`src/rtl/sa_pkg.sv`:
```
// Shared types and defaults for the systolic-array tile controller slice.
package sa_pkg;

  localparam int unsigned ARRAY_N_DEF = 16;
  localparam int unsigned VEC_W_DEF   = 9;

  typedef enum logic [2:0] {
    IDLE,
    LOAD_W,
    STREAM,
    DRAIN,
    DONE
  } sa_ctrl_state_e;

  typedef struct packed {
    logic [VEC_W_DEF-1:0] num_vec;
    logic                 transpose;
    logic                 reuse_w;
  } sa_cfg_t;

endpackage

```
`src/rtl/sa_tile_ctrl_if.sv`:
```
// Tile controller bus: scheduler command, SRAM read strobes and array control.
// The perf counter signals exist only when SA_CTRL_PERF_EN is defined.
interface sa_tile_ctrl_if
  import sa_pkg::*;
#(
  parameter int unsigned ARRAY_N = ARRAY_N_DEF,
  parameter int unsigned VEC_W   = VEC_W_DEF,
  parameter int unsigned ADDR_W  = 8
);
  logic               start;
  logic               abort;
  logic [VEC_W-1:0]   cfg_num_vec;
  logic               cfg_transpose;
  logic               cfg_reuse_w;
  logic               busy;
  logic               done;
  logic               w_rd_en;
  logic [ADDR_W-1:0]  w_rd_addr;
  logic               act_rd_en;
  logic [ADDR_W-1:0]  act_rd_addr;
  logic [ARRAY_N-1:0] row_en;
  logic               load_w;
  logic               transpose_en;
  logic [ARRAY_N-1:0] psum_col_valid;
`ifdef SA_CTRL_PERF_EN
  logic [31:0]        perf_busy_cycles;
  logic [15:0]        perf_tiles;

  modport master (
    output start, abort, cfg_num_vec, cfg_transpose, cfg_reuse_w,
    input  busy, done, w_rd_en, w_rd_addr, act_rd_en, act_rd_addr,
    input  row_en, load_w, transpose_en, psum_col_valid,
    input  perf_busy_cycles, perf_tiles
  );
  modport slave (
    input  start, abort, cfg_num_vec, cfg_transpose, cfg_reuse_w,
    output busy, done, w_rd_en, w_rd_addr, act_rd_en, act_rd_addr,
    output row_en, load_w, transpose_en, psum_col_valid,
    output perf_busy_cycles, perf_tiles
  );
`else
  modport master (
    output start, abort, cfg_num_vec, cfg_transpose, cfg_reuse_w,
    input  busy, done, w_rd_en, w_rd_addr, act_rd_en, act_rd_addr,
    input  row_en, load_w, transpose_en, psum_col_valid
  );
  modport slave (
    input  start, abort, cfg_num_vec, cfg_transpose, cfg_reuse_w,
    output busy, done, w_rd_en, w_rd_addr, act_rd_en, act_rd_addr,
    output row_en, load_w, transpose_en, psum_col_valid
  );
`endif
endinterface

```
`src/rtl/sa_skew_gen.sv`:
```
// Single delay line turning the activation-read strobe into the per-row skew
// mask and the per-column result-valid mask via tapped delays.
module sa_skew_gen
  import sa_pkg::*;
#(
  parameter int unsigned ARRAY_N = ARRAY_N_DEF,
  parameter int unsigned RD_LAT  = 1
) (
  input  logic               clk,
  input  logic               rst_n,
  input  logic               clear,
  input  logic               vec_valid,
  output logic [ARRAY_N-1:0] row_en,
  output logic [ARRAY_N-1:0] psum_col_valid,
  output logic               drained
);
  localparam int unsigned DLY = RD_LAT + 2 * ARRAY_N - 1;

  logic [DLY-1:0] sr_q, sr_d;

  always_comb begin
    sr_d = {sr_q[DLY-2:0], vec_valid};
    if (clear) sr_d = '0;
  end

  always_ff @(posedge clk or negedge rst_n) begin
    if (!rst_n) sr_q <= '0;
    else        sr_q <= sr_d;
  end

  // Tap k holds the strobe from k+1 cycles ago: rows after the read latency,
  // columns after a further ARRAY_N hops through the array.
  assign row_en         = sr_q[RD_LAT-1 +: ARRAY_N];
  assign psum_col_valid = sr_q[RD_LAT-1+ARRAY_N +: ARRAY_N];
  assign drained        = ~|sr_q;

endmodule

```
`src/rtl/sa_tile_ctrl.sv`:
```
// Weight-stationary systolic tile sequencer: weight load, skewed activation
// streaming and drain. SA_CTRL_PERF_EN adds busy-cycle and tile counters.
module sa_tile_ctrl
  import sa_pkg::*;
#(
  parameter int unsigned ARRAY_N = ARRAY_N_DEF,
  parameter int unsigned VEC_W   = VEC_W_DEF,
  parameter int unsigned ADDR_W  = 8,
  parameter int unsigned RD_LAT  = 1
) (
  input  logic          clk,
  input  logic          rst_n,
  sa_tile_ctrl_if.slave bus
);
  localparam int unsigned CNT_W = VEC_W + 1;

  sa_ctrl_state_e     state_q, state_d;
  sa_cfg_t            cfg_q, cfg_d;
  logic [CNT_W-1:0]   cnt_q, cnt_d;
  logic               busy_q, busy_d, done_q, done_d;
  logic               w_rd_en_q, w_rd_en_d, act_rd_en_q, act_rd_en_d;
  logic [ADDR_W-1:0]  w_rd_addr_q, w_rd_addr_d, act_rd_addr_q, act_rd_addr_d;
  logic               transpose_en_q, transpose_en_d;
  logic [RD_LAT-1:0]  wdly_q, wdly_d;
  logic [ARRAY_N-1:0] row_en, psum_col_valid;
  logic               drained, kill;

  assign kill = bus.abort && (state_q != IDLE);

  always_comb begin
    state_d       = state_q;
    cfg_d         = cfg_q;
    cnt_d         = cnt_q;
    done_d        = 1'b0;
    w_rd_en_d     = 1'b0;
    w_rd_addr_d   = '0;
    act_rd_en_d   = 1'b0;
    act_rd_addr_d = '0;
    unique case (state_q)
      IDLE: begin
        if (bus.start && !bus.abort && bus.cfg_num_vec != '0) begin
          cfg_d.num_vec   = bus.cfg_num_vec;
          cfg_d.transpose = bus.cfg_transpose;
          cfg_d.reuse_w   = bus.cfg_reuse_w;
          cnt_d           = '0;
          if (bus.cfg_reuse_w) begin
            state_d     = STREAM;
            act_rd_en_d = 1'b1;
          end else begin
            state_d   = LOAD_W;
            w_rd_en_d = 1'b1;
          end
        end
      end
      LOAD_W: begin
        cnt_d = cnt_q + CNT_W'(1);
        if (cnt_q < CNT_W'(ARRAY_N - 1)) begin
          w_rd_en_d   = 1'b1;
          w_rd_addr_d = ADDR_W'(cnt_q + CNT_W'(1));
        end
        // Stay until the read-latency tail of load_w has been issued.
        if (cnt_q == CNT_W'(ARRAY_N + RD_LAT - 1)) begin
          state_d     = STREAM;
          cnt_d       = '0;
          act_rd_en_d = 1'b1;
        end
      end
      STREAM: begin
        if (cnt_q == CNT_W'(cfg_q.num_vec) - CNT_W'(1)) begin
          state_d = DRAIN;
          cnt_d   = '0;
        end else begin
          cnt_d         = cnt_q + CNT_W'(1);
          act_rd_en_d   = 1'b1;
          act_rd_addr_d = ADDR_W'(cnt_q + CNT_W'(1));
        end
      end
      DRAIN: begin
        if (drained) begin
          state_d = DONE;
          done_d  = 1'b1;
        end
      end
      DONE:    state_d = IDLE;
      default: state_d = IDLE;
    endcase
    if (kill) begin
      state_d     = IDLE;
      cnt_d       = '0;
      done_d      = 1'b0;
      w_rd_en_d   = 1'b0;
      w_rd_addr_d = '0;
      act_rd_en_d = 1'b0;
      act_rd_addr_d = '0;
    end
    busy_d         = (state_d != IDLE);
    transpose_en_d = busy_d && cfg_d.transpose;
  end

  always_comb begin
    wdly_d[0] = w_rd_en_q;
    for (int unsigned i = 1; i < RD_LAT; i++) wdly_d[i] = wdly_q[i-1];
    if (kill) wdly_d = '0;
  end

  always_ff @(posedge clk or negedge rst_n) begin
    if (!rst_n) begin
      state_q        <= IDLE;
      cfg_q          <= '0;
      cnt_q          <= '0;
      busy_q         <= 1'b0;
      done_q         <= 1'b0;
      w_rd_en_q      <= 1'b0;
      w_rd_addr_q    <= '0;
      act_rd_en_q    <= 1'b0;
      act_rd_addr_q  <= '0;
      transpose_en_q <= 1'b0;
      wdly_q         <= '0;
    end else begin
      state_q        <= state_d;
      cfg_q          <= cfg_d;
      cnt_q          <= cnt_d;
      busy_q         <= busy_d;
      done_q         <= done_d;
      w_rd_en_q      <= w_rd_en_d;
      w_rd_addr_q    <= w_rd_addr_d;
      act_rd_en_q    <= act_rd_en_d;
      act_rd_addr_q  <= act_rd_addr_d;
      transpose_en_q <= transpose_en_d;
      wdly_q         <= wdly_d;
    end
  end

  sa_skew_gen #(
    .ARRAY_N (ARRAY_N),
    .RD_LAT  (RD_LAT)
  ) u_skew (
    .clk            (clk),
    .rst_n          (rst_n),
    .clear          (kill),
    .vec_valid      (act_rd_en_q),
    .row_en         (row_en),
    .psum_col_valid (psum_col_valid),
    .drained        (drained)
  );

  assign bus.busy           = busy_q;
  assign bus.done           = done_q;
  assign bus.w_rd_en        = w_rd_en_q;
  assign bus.w_rd_addr      = w_rd_addr_q;
  assign bus.act_rd_en      = act_rd_en_q;
  assign bus.act_rd_addr    = act_rd_addr_q;
  assign bus.load_w         = wdly_q[RD_LAT-1];
  assign bus.transpose_en   = transpose_en_q;
  assign bus.row_en         = row_en;
  assign bus.psum_col_valid = psum_col_valid;

`ifdef SA_CTRL_PERF_EN
  logic [31:0] perf_busy_q, perf_busy_d;
  logic [15:0] perf_tiles_q, perf_tiles_d;

  always_comb begin
    perf_busy_d = perf_busy_q;
    if (busy_q && perf_busy_q != '1) perf_busy_d = perf_busy_q + 32'd1;
    perf_tiles_d = perf_tiles_q + 16'(done_q);
  end

  always_ff @(posedge clk or negedge rst_n) begin
    if (!rst_n) begin
      perf_busy_q  <= '0;
      perf_tiles_q <= '0;
    end else begin
      perf_busy_q  <= perf_busy_d;
      perf_tiles_q <= perf_tiles_d;
    end
  end

  assign bus.perf_busy_cycles = perf_busy_q;
  assign bus.perf_tiles       = perf_tiles_q;
`endif

endmodule
```
`src/flat_wrapper.sv`:
```
// flat-port wrapper written by rule: the top's interface ports become plain ports
module sa_tile_ctrl_flat import sa_pkg::*;
#(
  parameter int unsigned ARRAY_N = ARRAY_N_DEF,
  parameter int unsigned VEC_W   = VEC_W_DEF,
  parameter int unsigned ADDR_W  = 8,
  parameter int unsigned RD_LAT  = 1
)
  (clk, rst_n, bus_start, bus_abort, bus_cfg_num_vec, bus_cfg_transpose, bus_cfg_reuse_w, bus_busy, bus_done, bus_w_rd_en, bus_w_rd_addr, bus_act_rd_en, bus_act_rd_addr, bus_row_en, bus_load_w, bus_transpose_en, bus_psum_col_valid);
  sa_tile_ctrl_if #(.ARRAY_N(ARRAY_N), .VEC_W(VEC_W), .ADDR_W(ADDR_W)) bus_i ();
  input  logic clk;
  input  logic rst_n;
  input wire logic [$bits(bus_i.start)-1:0] bus_start;
  input wire logic [$bits(bus_i.abort)-1:0] bus_abort;
  input wire logic [$bits(bus_i.cfg_num_vec)-1:0] bus_cfg_num_vec;
  input wire logic [$bits(bus_i.cfg_transpose)-1:0] bus_cfg_transpose;
  input wire logic [$bits(bus_i.cfg_reuse_w)-1:0] bus_cfg_reuse_w;
  output wire logic [$bits(bus_i.busy)-1:0] bus_busy;
  output wire logic [$bits(bus_i.done)-1:0] bus_done;
  output wire logic [$bits(bus_i.w_rd_en)-1:0] bus_w_rd_en;
  output wire logic [$bits(bus_i.w_rd_addr)-1:0] bus_w_rd_addr;
  output wire logic [$bits(bus_i.act_rd_en)-1:0] bus_act_rd_en;
  output wire logic [$bits(bus_i.act_rd_addr)-1:0] bus_act_rd_addr;
  output wire logic [$bits(bus_i.row_en)-1:0] bus_row_en;
  output wire logic [$bits(bus_i.load_w)-1:0] bus_load_w;
  output wire logic [$bits(bus_i.transpose_en)-1:0] bus_transpose_en;
  output wire logic [$bits(bus_i.psum_col_valid)-1:0] bus_psum_col_valid;
  assign bus_i.start = bus_start;
  assign bus_i.abort = bus_abort;
  assign bus_i.cfg_num_vec = bus_cfg_num_vec;
  assign bus_i.cfg_transpose = bus_cfg_transpose;
  assign bus_i.cfg_reuse_w = bus_cfg_reuse_w;
  assign bus_busy = bus_i.busy;
  assign bus_done = bus_i.done;
  assign bus_w_rd_en = bus_i.w_rd_en;
  assign bus_w_rd_addr = bus_i.w_rd_addr;
  assign bus_act_rd_en = bus_i.act_rd_en;
  assign bus_act_rd_addr = bus_i.act_rd_addr;
  assign bus_row_en = bus_i.row_en;
  assign bus_load_w = bus_i.load_w;
  assign bus_transpose_en = bus_i.transpose_en;
  assign bus_psum_col_valid = bus_i.psum_col_valid;
  sa_tile_ctrl #(.ARRAY_N(ARRAY_N), .VEC_W(VEC_W), .ADDR_W(ADDR_W), .RD_LAT(RD_LAT)) u_core (.clk(clk), .rst_n(rst_n), .bus(bus_i));
endmodule
```
`config.mk`:
```
export PLATFORM = sky130hd
export DESIGN_NAME = sa_tile_ctrl_flat
export DESIGN_NICKNAME = d
export VERILOG_FILES = /design/src/rtl/sa_pkg.sv /design/src/rtl/sa_tile_ctrl_if.sv /design/src/rtl/sa_skew_gen.sv /design/src/rtl/sa_tile_ctrl.sv /design/src/flat_wrapper.sv
export SDC_FILE = /design/constraint.sdc
export NUM_CORES = 1
export LEC_CHECK = 0
export ABC_AREA = 1
export CORE_MARGIN = 2
export CORE_UTILIZATION = 55
export CTS_CLUSTER_DIAMETER = 50
export CTS_CLUSTER_SIZE = 8
export DETAILED_ROUTE_END_ITERATION = 16
export DONT_BUFFER_PORTS = 1
export GPL_ROUTABILITY_DRIVEN = 0
export GPL_TIMING_DRIVEN = 0
export PLACE_DENSITY = 0.75
export RECOVER_POWER = 25
export SYNTH_ARGS = -nofsm -noshare
export SYNTH_HDL_FRONTEND = slang
export SYNTH_SLANG_ARGS = --single-unit
```
`constraint.sdc`:
```
create_clock -name clk -period 4.4 [get_ports clk]
set_input_delay 0.44 -clock clk [delete_from_list [all_inputs] [get_ports clk]]
set_output_delay 0.44 -clock clk [all_outputs]
set_load 0.1 [all_outputs]
```
Fig. 1: run 1, pin map
Drawn at 4 px/micron. Pins as bars across the die edge, other pins in gray.
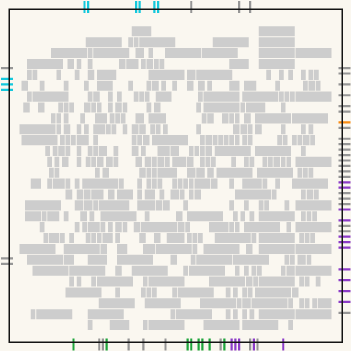
[cyan] `bus_cfg_num_vec` | pins: 9 | direction: input | edge: 6 north, 3 west
[green] `bus_w_rd_addr` | pins: 8 | direction: output | edge: south
[orange] `bus_done` | pins: 1 | direction: output | edge: east
[purple] `bus_psum_col_valid` | pins: 16 | direction: output | edge: 11 east, 5 south

Fig. 2: run 1, metal layers overlaid
Drawn at 3 px/micron.
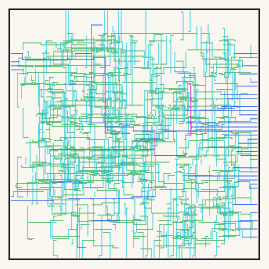
[magenta] M4 | wire length: 99.3 microns
[green] M1 | wire length: 2,840 microns
[blue] M3 | wire length: 518 microns
[cyan] M2 | wire length: 3,310 microns
routed length per placed instance: 13.4 microns
vias post-DR: 2,566
final WL: 6770 microns
Tot GR Track Use: 0.209

==> impl_metrics.py, run 1 <==
# Synthesis and PnR figures
metrics = {
    "synth": {
        "synthArstFlopShare": 1.00,
        "top_cell": "nor2_1",
        "simple_gate_area_frac": 0.271,
        "aoi_share": 0.0494,
        "synth_top_area_share": 0.563,
        "flop_cell": "dfrtp_1",
        "synthMuxAreaShare": 0,
        "syn_area_per_cell_sq_um": 8.38,
        "yosys.area.top_type": "dfrtp_1",
    },
    "critical_path": {
        "r2r_end": "u_core.bus.transpose_en",
        "cp.required_ps": 4520,
        "crit_chain": "dlygate4sd3_1, clkbuf_2",
        "cpMaxStageDelayCell": "clkbuf_2",
        "worstSetupPathType": "input pin to asynchronous set/reset pin",
        "crit_cells": 2,
        "crit_arrival_ps": 2310,
        "r2r_start": "u_core.u_skew.sr_q[27]",
        "critPathMaxFanout": 77,
        "rrSetupSlack_ps": 2290,
    },
    "detailed_routing": {
        "drtAntennaViolNets": 0,
        "wl_met1_microns": 2840,
        "vias_per_cell": 5.09,
        "firstDrtPassIters": 4,
        "topRoutingLayerUsed": "met4",
        "drc": 0,
        "route.met3.wl_microns": 517,
    },
    "pwr": {
        "power_density_nw_per_um2": 676,
        "clkPwrFrac": 0.197,
        "sw_frac_of_total": 0.511,
        "p_clk_uw": 494,
        "p_seq_uw": 1390,
        "internal_power_uw": 1230,
        "p_sw_uw": 1290,
        "p_total_uw": 2520,
        "power.group.top": "sequential cells",
        "combinationalPower_uw": 634,
        "vdd_drop_max_mv": 0.464,
    },
    "cts": {
        "cts_sinks": 77,
        "htree_num_levels": 3,
        "cts_root_buf": "clkbuf_8",
        "post_cts_buffers": 0,
        "cts-resized-gates": 0,
        "holdBufCountCts": 2,
        "numCtsBuffers": 9,
    },
    "finish": {
        "top_register": "u_core.u_skew.sr_q",
        "sh_seq_area": 0.518,
        "drive_gt1_frac": 0.0723,
        "logic_area_sq_um": 1220,
        "n_fill_cell": 533,
        "area_dominant_class": "flip-flops and latches",
        "fin_nets": 442,
        "design_area_sq_um": 3720,
        "fin_cells": 504,
        "lay_top_cells": "88 x nor2_1, 77 x dfrtp_1, 71 x nand2_1",
        "buffers": 7,
        "seq_cell_count": 77,
        "largest_register_ffs": 32,
        "nClkBuffers": 9,
    },
    "placed_design": {
        "dp_hpwl_microns": 4980,
        "portBuffers": 0,
        "dpl_worst_slack_ps": 2270,
        "dp_cells": 486,
    },
    "floorplanning": {
        "num_io_pins": 69,
        "coreArea_sq_um": 5960,
        "taps": 75,
    },
    "sta": {
        "fmax_ghz": 0.457,
        "setup_violations": 0,
        "tns_ps": 0,
        "fin_crit_ps": 2190,
        "finClkSkew_ps": 10.8,
        "tightestPinTransition_ps": 1820,
        "hold_violations": 0,
        "maxSlewViolCount": 78,
    },
    "global_route": {
        "grt.busiest_layer": "met2",
        "grt_pass1_wl_microns": 11500,
        "grt_remaining_overflow": 0,
        "grt_pass1_vias": 2517,
        "use_met2": 0.331,
        "antenna_found_initial": 0,
        "grt_max_degree": 78,
    },
    "hold_path": {
        "hold_depth": 2,
        "min_to": "u_core.cfg_q[10]",
        "hold_path.class": "input pin to register",
    },
    "run_status": {
        "violations": "capacitance limit, slew limit",
        "status": "finished, violations left",
    },
    "flow_run": {
        "tool_warnings": 27,
        "max_cap_viol_count": 1,
    },
}
Fig. 3: run 1, cell density map
Drawn at 4 px/micron. The die is cut into 8 by 8 equal tiles; black is low, pale yellow is high, 0 to 100% covered.
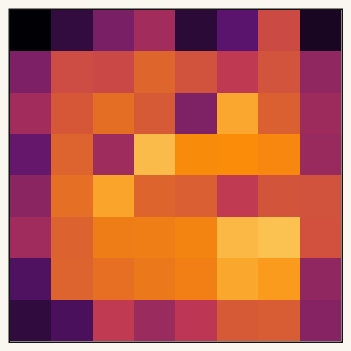
emptiest ninth of the die: north-west
tiles over 75% full: 11%
mean over tiles: 53%
nearly empty tiles: 1.6%
fullest tile: 87%

Fig. 4: run 1, placement by cell class
Drawn at 3 px/micron.
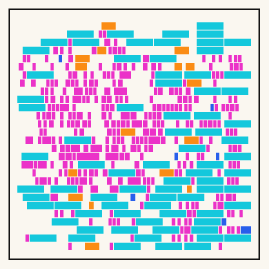

==> inputs of run 2 (changes only) <==
--- a/config.mk
+++ b/config.mk
@@ -14,7 +14,7 @@
 export DONT_BUFFER_PORTS = 1
 export GPL_ROUTABILITY_DRIVEN = 0
 export GPL_TIMING_DRIVEN = 0
-export PLACE_DENSITY = 0.75
+export PLACE_DENSITY = 0.78
 export RECOVER_POWER = 25
 export SYNTH_ARGS = -nofsm -noshare
 export SYNTH_HDL_FRONTEND = slang
==> constraint.sdc (replaced) <==
create_clock -name clk -period 2 [get_ports clk]
set_input_delay 0.2 -clock clk [delete_from_list [all_inputs] [get_ports clk]]
set_output_delay 0.2 -clock clk [all_outputs]
set_load 0.1 [all_outputs]
Fig. 5: run 2, placement by cell class
Drawn at 3 px/micron.
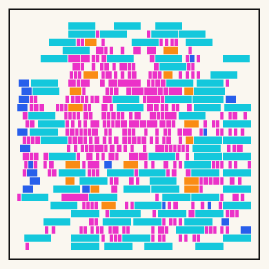
[cyan] registers | cells: 77 | share of their area: 51%
[orange] clock drivers and dummy loads | cells: 16 | share of their area: 4.9%
[magenta] remaining logic cells | cells: 329 | share of their area: 40%
[blue] remaining buffers and delay cells | cells: 19 | share of their area: 4.0%
design area: 3950 sq um
final core occ: 0.663

==> run 2 against run 1 <==
  * Largest power group unchanged
  * Register-to-register slack lost 2100 ps
  * Sequential share of layout area decreased by 1.8 points
  * Synthesized cell count unchanged
  * The run now ends clean
  * Largest cell class unchanged
==> impl_metrics.py, run 2 <==
# Synthesis and PnR figures
metrics = {
    "finish": {
        "fin_nets": 454,
        "sh_seq_area": 0.501,
        "buffers": 19,
        "area_dominant_class": "flip-flops and latches",
        "n_fill_cell": 496,
        "drive_gt1_frac": 0.179,
        "lay_top_cells": "84 x nor2_1, 69 x nand2_1, 67 x inv_1",
    },
    "placed_design": {
        "dp_hpwl_microns": 5100,
        "dpl_worst_slack_ps": -218,
        "dp_cells": 486,
    },
    "floorplanning": {
        "num_io_pins": 69,
        "coreArea_sq_um": 5960,
        "taps": 75,
    },
    "pwr": {
        "sw_frac_of_total": 0.512,
        "clkPwrFrac": 0.194,
        "power.group.top": "sequential cells",
        "power_density_nw_per_um2": 1470,
        "p_seq_uw": 3090,
    },
    "critical_path": {
        "cp.required_ps": 2240,
        "crit_cells": 11,
        "critPathMaxFanout": 6,
        "r2r_end": "u_core.cnt_q[9]",
        "r2r_start": "u_core.cfg_q[2]",
    },
    "detailed_routing": {
        "route.met3.wl_microns": 429,
        "topRoutingLayerUsed": "met4",
        "vias_per_cell": 5.18,
        "drtAntennaViolNets": 0,
        "wl_met1_microns": 3110,
        "wl_microns": 7280,
    },
    "hold_path": {
        "hold_depth": 3,
    },
    "cts": {
        "htree_num_levels": 3,
        "cts-resized-gates": 35,
        "cts_sinks": 77,
    },
    "sta": {
        "tns_ps": 0,
        "finClkSkew_ps": 14.2,
        "maxSlewViolCount": 0,
    },
    "global_route": {
        "grt_pass1_wl_microns": 12200,
        "grt_pass1_vias": 2638,
        "grt.busiest_layer": "met2",
    },
    "flow_run": {
        "max_cap_viol_count": 0,
    },
    "synth": {
        "flop_cell": "dfrtp_1",
        "synth_top_area_share": 0.563,
    },
    "run_status": {
        "status": "completed",
    },
}
==> inputs of run 3 (changes only) <==
--- a/config.mk
+++ b/config.mk
@@ -6,10 +6,10 @@
 export NUM_CORES = 1
 export LEC_CHECK = 0
 export ABC_AREA = 1
+export CAP_MARGIN = 20
 export CORE_MARGIN = 2
 export CORE_UTILIZATION = 55
 export CTS_CLUSTER_DIAMETER = 50
-export CTS_CLUSTER_SIZE = 8
 export DETAILED_ROUTE_END_ITERATION = 16
 export DONT_BUFFER_PORTS = 1
 export GPL_ROUTABILITY_DRIVEN = 0
Fig. 6: run 3, placement by cell class
Drawn at 3 px/micron.
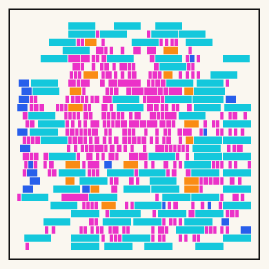
[orange] clock drivers and dummy loads | cells: 16 | share of their area: 4.9%
[cyan] registers | cells: 77 | share of their area: 51%
[blue] remaining buffers and delay cells | cells: 19 | share of their area: 4.0%
[magenta] remaining logic cells | cells: 329 | share of their area: 40%

==> run 3 against run 2 <==
  * Critical path type unchanged
  * Sequential power is essentially flat
  * Critical path depth stayed put
  * Maximum frequency unchanged
  * Largest cell class unchanged
  * Clock power is essentially flat
  * Hold slack stayed put
  * Highest routed layer unchanged
  * Die area is the same
==> impl_metrics.py, run 3 <==
# Synthesis and PnR figures
metrics = {
    "placed_design": {
        "postPlaceCellArea_sq_um": 3520,
        "dp_hpwl_microns": 5100,
        "dp_cells": 486,
        "dpl_worst_slack_ps": -218,
    },
    "global_route": {
        "grt_pass1_vias": 2638,
        "grtUsageTotal": 0.222,
        "grt.busiest_layer": "met2",
        "grt_pass1_wl_microns": 12200,
        "gr-usage-met3": 0.0467,
    },
    "finish": {
        "layout_top_cell": "nor2_1",
        "design_area_sq_um": 3950,
        "top_register": "u_core.u_skew.sr_q",
        "lay_top_cells": "84 x nor2_1, 69 x nand2_1, 67 x inv_1",
        "fin_nets": 454,
        "sh_seq_area": 0.501,
        "buffers": 19,
        "final_core_util": 0.663,
        "nClkBuffers": 9,
        "num-nonclk-inverters": 71,
        "bufAreaShareNonClock": 0.0390,
        "drive_gt1_frac": 0.179,
        "comb-cell-share": 0.320,
        "area_dominant_class": "flip-flops and latches",
        "n_fill_cell": 496,
        "syn_to_final_growth_pct": 15.4,
        "largest_register_ffs": 32,
    },
    "floorplanning": {
        "coreArea_sq_um": 5960,
        "die_h_microns": 82.9,
        "taps": 75,
        "num_io_pins": 69,
        "die_x_microns": 82.9,
    },
    "critical_path": {
        "crit_cells": 11,
        "critPathLaunch": "u_core.cfg_q[2]",
        "crit_chain": "clkinv_4, ha_4, nand3_1, o21ai_1, nand2_1, nor2_1, nand3_2, nand2_2, nand2_4, nand2_4, o21bai_1",
        "r2r_end": "u_core.cnt_q[9]",
        "end_kind": "register",
        "r2r_start": "u_core.cfg_q[2]",
        "critPathMaxFanout": 6,
        "rrSetupSlack_ps": 180,
        "cp.required_ps": 2240,
        "cpMaxStageDelayCell": "dfrtp_2",
        "crit_top_cell": "nand2_4",
    },
    "sta": {
        "layout_setup_ws_ps": 175,
        "tns_ps": 0,
        "hold_violations": 0,
        "fmax_ghz": 0.548,
        "maxSlewViolCount": 0,
        "whs_ps": 48.8,
        "fin_crit_ps": 1820,
        "finClkSkew_ps": 14.2,
        "setup_violations": 0,
    },
    "synth": {
        "flop_cell": "dfrtp_1",
        "synth.distinct_cells": 29,
        "ys_seq_frac": 0.563,
        "aoi_share": 0.0494,
        "ys_warn_count": 0,
        "ys_sh_xor": 0.0205,
        "synth_top_area_share": 0.563,
        "ys_sh_adder": 0.0110,
    },
    "pwr": {
        "p_clk_uw": 1120,
        "sw_frac_of_total": 0.512,
        "pwr-share-seq": 0.532,
        "internal_power_uw": 2830,
        "p_seq_uw": 3090,
        "vdd_drop_max_mv": 0.933,
        "power.group.top": "sequential cells",
        "clkPwrFrac": 0.194,
        "p_total_uw": 5810,
        "power_density_nw_per_um2": 1470,
        "p_sw_uw": 2970,
    },
    "detailed_routing": {
        "wl_met1_microns": 3110,
        "wl_microns": 7280,
        "vias_per_cell": 5.18,
        "drtAntennaViolNets": 0,
        "vias": 2674,
        "route.met3.wl_microns": 429,
        "topRoutingLayerUsed": "met4",
        "wire_per_inst_microns": 14.1,
        "route.met2.wl_microns": 3590,
    },
    "cts": {
        "htree_num_levels": 3,
        "clkLatencyLatePin_ps": 360,
        "cts-resized-gates": 35,
        "cts_sinks": 77,
        "cts_tree": "done",
        "post_cts_buffers": 0,
    },
    "flow_run": {
        "tool_warnings": 27,
        "max_cap_viol_count": 0,
    },
    "hold_path": {
        "hold_depth": 3,
        "hold_path.class": "input pin to register",
    },
    "run_status": {
        "status": "completed",
    },
}
Power is estimated from default activity; no workload was simulated.
